File: config.mk
export PLATFORM = sky130hd
export DESIGN_NAME = wrr_arbiter_flat
export DESIGN_NICKNAME = d
export VERILOG_FILES = /design/src/rtl/wrr_arbiter_if.sv /design/src/rtl/wrr_arbiter.sv /design/src/flat_wrapper.sv
export SDC_FILE = /design/constraint.sdc
export NUM_CORES = 1
export LEC_CHECK = 0
export CAP_MARGIN = 20
export CORE_MARGIN = 10
export CORE_UTILIZATION = 55
export DETAILED_ROUTE_END_ITERATION = 6
export GPL_ROUTABILITY_DRIVEN = 0
export HOLD_SLACK_MARGIN = 0.02
export PLACE_DENSITY = 0.95
export SLEW_MARGIN = 20
export SYNTH_ARGS = -nofsm -noshare
export SYNTH_HDL_FRONTEND = slang
export SYNTH_SLANG_ARGS = --single-unit
File: constraint.sdc
create_clock -name clk -period 6.5 [get_ports clk]
set_clock_uncertainty 0.05 [all_clocks]
set_input_delay 0.975 -clock clk [delete_from_list [all_inputs] [get_ports clk]]
set_output_delay 0.975 -clock clk [all_outputs]
set_load 0.01 [all_outputs]
File: src/rtl/wrr_arbiter_if.sv
// Handshake bundle between N requesting masters and the weighted round-robin
// arbiter. The lock signal exists only when WRR_LOCK_EN is defined.
interface wrr_arbiter_if #(
    parameter int N  = 8,
    parameter int WW = 4
);
    localparam int IW = $clog2(N);

    logic [N-1:0]    req;
    logic [N*WW-1:0] weight;
    logic            done;
    logic [N-1:0]    gnt;
    logic            gnt_vld;
    logic [IW-1:0]   gnt_idx;
`ifdef WRR_LOCK_EN
    logic            lock;
`endif

    // Requestor side: raises requests, supplies weights, signals completion.
    modport master (
`ifdef WRR_LOCK_EN
        output lock,
`endif
        output req, weight, done,
        input  gnt, gnt_vld, gnt_idx
    );

    // Arbiter side.
    modport slave (
`ifdef WRR_LOCK_EN
        input  lock,
`endif
        input  req, weight, done,
        output gnt, gnt_vld, gnt_idx
    );
endinterface

File: src/rtl/wrr_arbiter.sv
// wrr_arbiter: N-requestor weighted round-robin arbiter with registered one-hot
// grant. The owner keeps the grant for up to weight[i] done pulses (zero weight
// counts as one), then rotation advances from the owner. Release and re-grant
// happen on the same edge, so back-to-back grants have no idle bubble.
// Optional feature macro: WRR_LOCK_EN (adds bus.lock to hold the grant).
module wrr_arbiter #(
    parameter int N  = 8,
    parameter int WW = 4
) (
    input logic          clk,
    input logic          rst_n,
    wrr_arbiter_if.slave bus
);
    localparam int IW = $clog2(N);

    typedef enum logic {
        S_IDLE = 1'b0,
        S_BUSY = 1'b1
    } state_t;

    state_t          state;
    logic [IW-1:0]   ptr;
    logic [WW-1:0]   credit;
    logic [N-1:0]    gnt_q;
    logic            gnt_vld_q;
    logic [IW-1:0]   gnt_idx_q;

    logic [WW-1:0]   w_arr [N];
    logic [IW-1:0]   base;
    logic [IW-1:0]   cand;
    int unsigned     scan_pos;
    logic            win_found;
    logic [IW-1:0]   win_idx;
    logic [N-1:0]    win_onehot;
    logic [WW-1:0]   win_credit;
    logic            lock_hold;
    logic            release_now;

    for (genvar g = 0; g < N; g++) begin : g_weight
        assign w_arr[g] = bus.weight[g*WW +: WW];
    end

`ifdef WRR_LOCK_EN
    assign lock_hold = bus.lock;
`else
    assign lock_hold = 1'b0;
`endif

    // While busy, a release rescans from the owner so it is only reachable by wrap.
    assign base = (state == S_BUSY) ? gnt_idx_q : ptr;

    // Owner gives up on dropped request (lock ignored) or on its last credit.
    assign release_now = !bus.req[gnt_idx_q]
                       || (bus.done && (credit == WW'(1)) && !lock_hold);

    // Round-robin winner search starting just after base, wrapping around.
    always_comb begin
        win_found = 1'b0;
        win_idx   = '0;
        scan_pos  = 0;
        cand      = '0;
        for (int unsigned k = 1; k <= N; k++) begin
            scan_pos = 32'(base) + k;
            if (scan_pos >= N) begin
                scan_pos = scan_pos - N;
            end
            cand = IW'(scan_pos);
            if (!win_found && bus.req[cand]) begin
                win_found = 1'b1;
                win_idx   = cand;
            end
        end
    end

    // Grant vector and credit load for the current winner; zero weight acts as one.
    always_comb begin
        win_onehot          = '0;
        win_onehot[win_idx] = 1'b1;
        win_credit          = (w_arr[win_idx] == '0) ? WW'(1) : w_arr[win_idx];
    end

    // Arbitration FSM with registered grant outputs.
    always_ff @(posedge clk or negedge rst_n) begin
        if (!rst_n) begin
            state     <= S_IDLE;
            ptr       <= IW'(N - 1);
            credit    <= '0;
            gnt_q     <= '0;
            gnt_vld_q <= 1'b0;
            gnt_idx_q <= '0;
        end else begin
            case (state)
                S_IDLE: begin
                    if (win_found) begin
                        state     <= S_BUSY;
                        gnt_q     <= win_onehot;
                        gnt_vld_q <= 1'b1;
                        gnt_idx_q <= win_idx;
                        credit    <= win_credit;
                    end
                end
                S_BUSY: begin
                    if (release_now) begin
                        ptr <= gnt_idx_q;
                        if (win_found) begin
                            gnt_q     <= win_onehot;
                            gnt_idx_q <= win_idx;
                            credit    <= win_credit;
                        end else begin
                            state     <= S_IDLE;
                            gnt_q     <= '0;
                            gnt_vld_q <= 1'b0;
                            gnt_idx_q <= '0;
                            credit    <= '0;
                        end
                    end else if (bus.done && (credit > WW'(1))) begin
                        // Under lock the credit saturates at one instead of releasing.
                        credit <= credit - WW'(1);
                    end
                end
                default: begin
                    state <= S_IDLE;
                end
            endcase
        end
    end

    assign bus.gnt     = gnt_q;
    assign bus.gnt_vld = gnt_vld_q;
    assign bus.gnt_idx = gnt_idx_q;

endmodule

File: src/flat_wrapper.sv
// flat-port wrapper written by rule: the top's interface ports become plain ports
module wrr_arbiter_flat 
#(
    parameter int N  = 8,
    parameter int WW = 4
)
  (clk, rst_n, bus_req, bus_weight, bus_done, bus_gnt, bus_gnt_vld, bus_gnt_idx);
  wrr_arbiter_if #(.N(N), .WW(WW)) bus_i ();
  input logic clk;
  input logic rst_n;
  input wire logic [$bits(bus_i.req)-1:0] bus_req;
  input wire logic [$bits(bus_i.weight)-1:0] bus_weight;
  input wire logic [$bits(bus_i.done)-1:0] bus_done;
  output wire logic [$bits(bus_i.gnt)-1:0] bus_gnt;
  output wire logic [$bits(bus_i.gnt_vld)-1:0] bus_gnt_vld;
  output wire logic [$bits(bus_i.gnt_idx)-1:0] bus_gnt_idx;
  assign bus_i.req = bus_req;
  assign bus_i.weight = bus_weight;
  assign bus_i.done = bus_done;
  assign bus_gnt = bus_i.gnt;
  assign bus_gnt_vld = bus_i.gnt_vld;
  assign bus_gnt_idx = bus_i.gnt_idx;
  wrr_arbiter #(.N(N), .WW(WW)) u_core (.clk(clk), .rst_n(rst_n), .bus(bus_i));
endmodule
==> qor.txt <==
stages on the worst setup path -> 12
max-cap violation count -> 0
area share, top type -> 18.2%
area reported by Yosys stat -> 0.00233 mm2
FF-to-FF End -> u_core.credit[0]$_DFFE_PN0P_
Req. time, crit path -> 6.62 ns
htree depth -> 1
CP Capture Point -> u_core.credit[0]$_DFFE_PN0P_
CTS tree -> built
r2r worst-path depth -> 12
ys cells -> 243
Clock Latency Late Sink -> 0.26 ns
min Tclk post-route -> 5.01 ns
number of synthesized flops with an enable pin -> 0
Comb area share -> 58.9%
setup_tns -> 0 ns
met1 wire length -> 2710 um
tool warnings -> 28
Compound Share, Synth -> 21.7%
clock buffer count from CTS -> 3
antenna viol nets, final -> 0
NonClk Buf Share -> 18.9%
hold path startpoint -> u_core.bus.gnt[0]$_DFFE_PN0P_
M2 GR Usage -> 32.8%
startpoint type of the worst setup path -> register
Crit path max-delay family -> multiplexers
RSZ-0062 raised after global routing -> no
Post-route DRC -> 0
Comb area -> 0.00173 mm2
placed insts -> 338
Synth Register Bits -> 20
Commonest flop -> dfrtp_1
CP max stage cell -> a22oi_1
vias in the first global route -> 2311
initial antenna violation count -> 0
die area -> 0.00725 mm2
post-synthesis sequential area ratio -> 21.6%
yosys adder share -> 2.57%
vias per cell -> 6.72
1st-pass router iterations -> 5
Buf/Inv on CP -> 1
most frequent cells in the layout -> clkdlybuf4s50_1 (54), mux2i_1 (30), nand2_1 (20), nor2_1 (20), dfrtp_1 (17)
Tcrit/Tclk final -> 77.1%
xor/xnor share -> 1.82%
simple share -> 15.5%
Avg Cell Area, Syn -> 9.60 um2
registers -> 20
status -> finished, final reports clean
number of setup violations in the final report -> 0
R2R Path Start -> u_core.state$_DFF_PN0_
Clock buffer cells -> 4
M3 GR Usage -> 2.20%
asr flop ratio synth -> 100%
CP Class -> register to register
Clock buf/inv share -> 1.87%
Clock Tree Buf Depth -> 2
Final Hold Viols -> 0
[Yosys cell counts, drive strengths merged, types with 2 or more instances]
cell type / n
nand4: 3
a211oi: 5
a21oi: 8
nor2: 20
nor3: 4
mux2: 11
nand3: 7
a221oi: 6
a21o: 3
a22o: 10
o21ai: 14
mux2i: 32
ha: 4
dfstp: 3
buf: 5
mux4: 13
a2111oi: 3
a22oi: 6
inv: 8
dfrtp: 17
clkbuf: 6
nor4b: 2
and2: 5
a32oi: 2
nand2: 20
xnor2: 4
o22ai: 2
[flip-flops by register name, summed over array words and instances, names as in the netlist]
signal / count
u_core.bus.gnt: 8
u_core.credit: 4
u_core.bus.gnt_idx: 3
u_core.ptr: 3
u_core.bus.gnt_vld: 1
u_core.state: 1
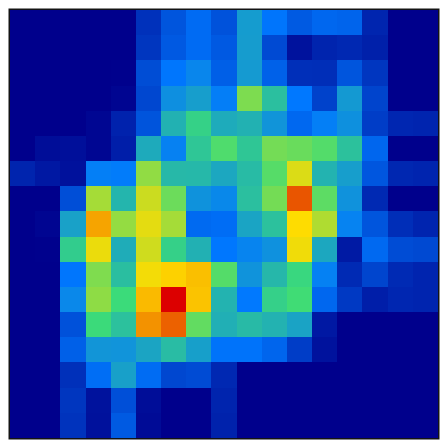
Figure 1: wiring heat map.
17 x 17 tiles, from dark blue (low) to red (high), scaled to the fullest tile. Values are wire area over tile area, all layers added.
nearly empty tiles = 33%
emptiest ninth of the die = north-west
densest ninth of the die = centre
tiles over half the peak = 13%
mean over tiles = 0.16

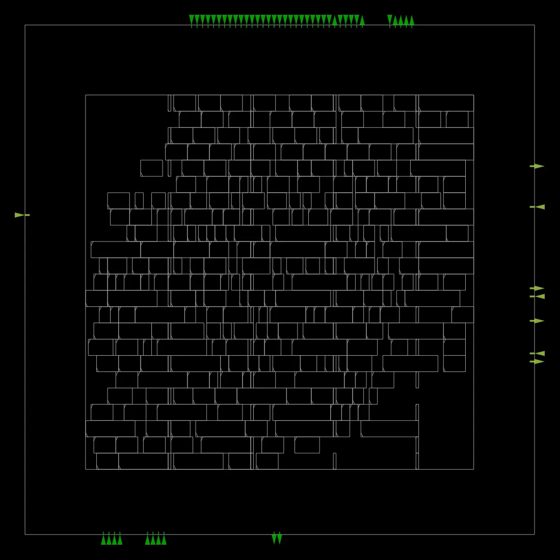
Figure 2: cell outlines without signal wires.
post-layout util: 72.5%
FP Rows: 23
flop share of the area: 17.1%
core area: 0.00406 mm2

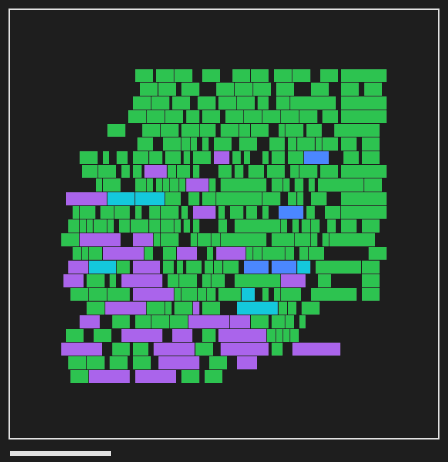
Figure 3: cells by drive strength.
Scale bar: 20 um.
purple -> _2 cells  # cells 32
cyan -> _3 and _4 cells  # cells 6
blue -> _6 and larger  # cells 4
green -> _0 and _1 cells  # cells 250
cell area after layout: 0.00294 mm2
Area Overhead vs Synth: 26.0%
Non-clock buffers: 56
PnR worst setup slack: 1.49 ns

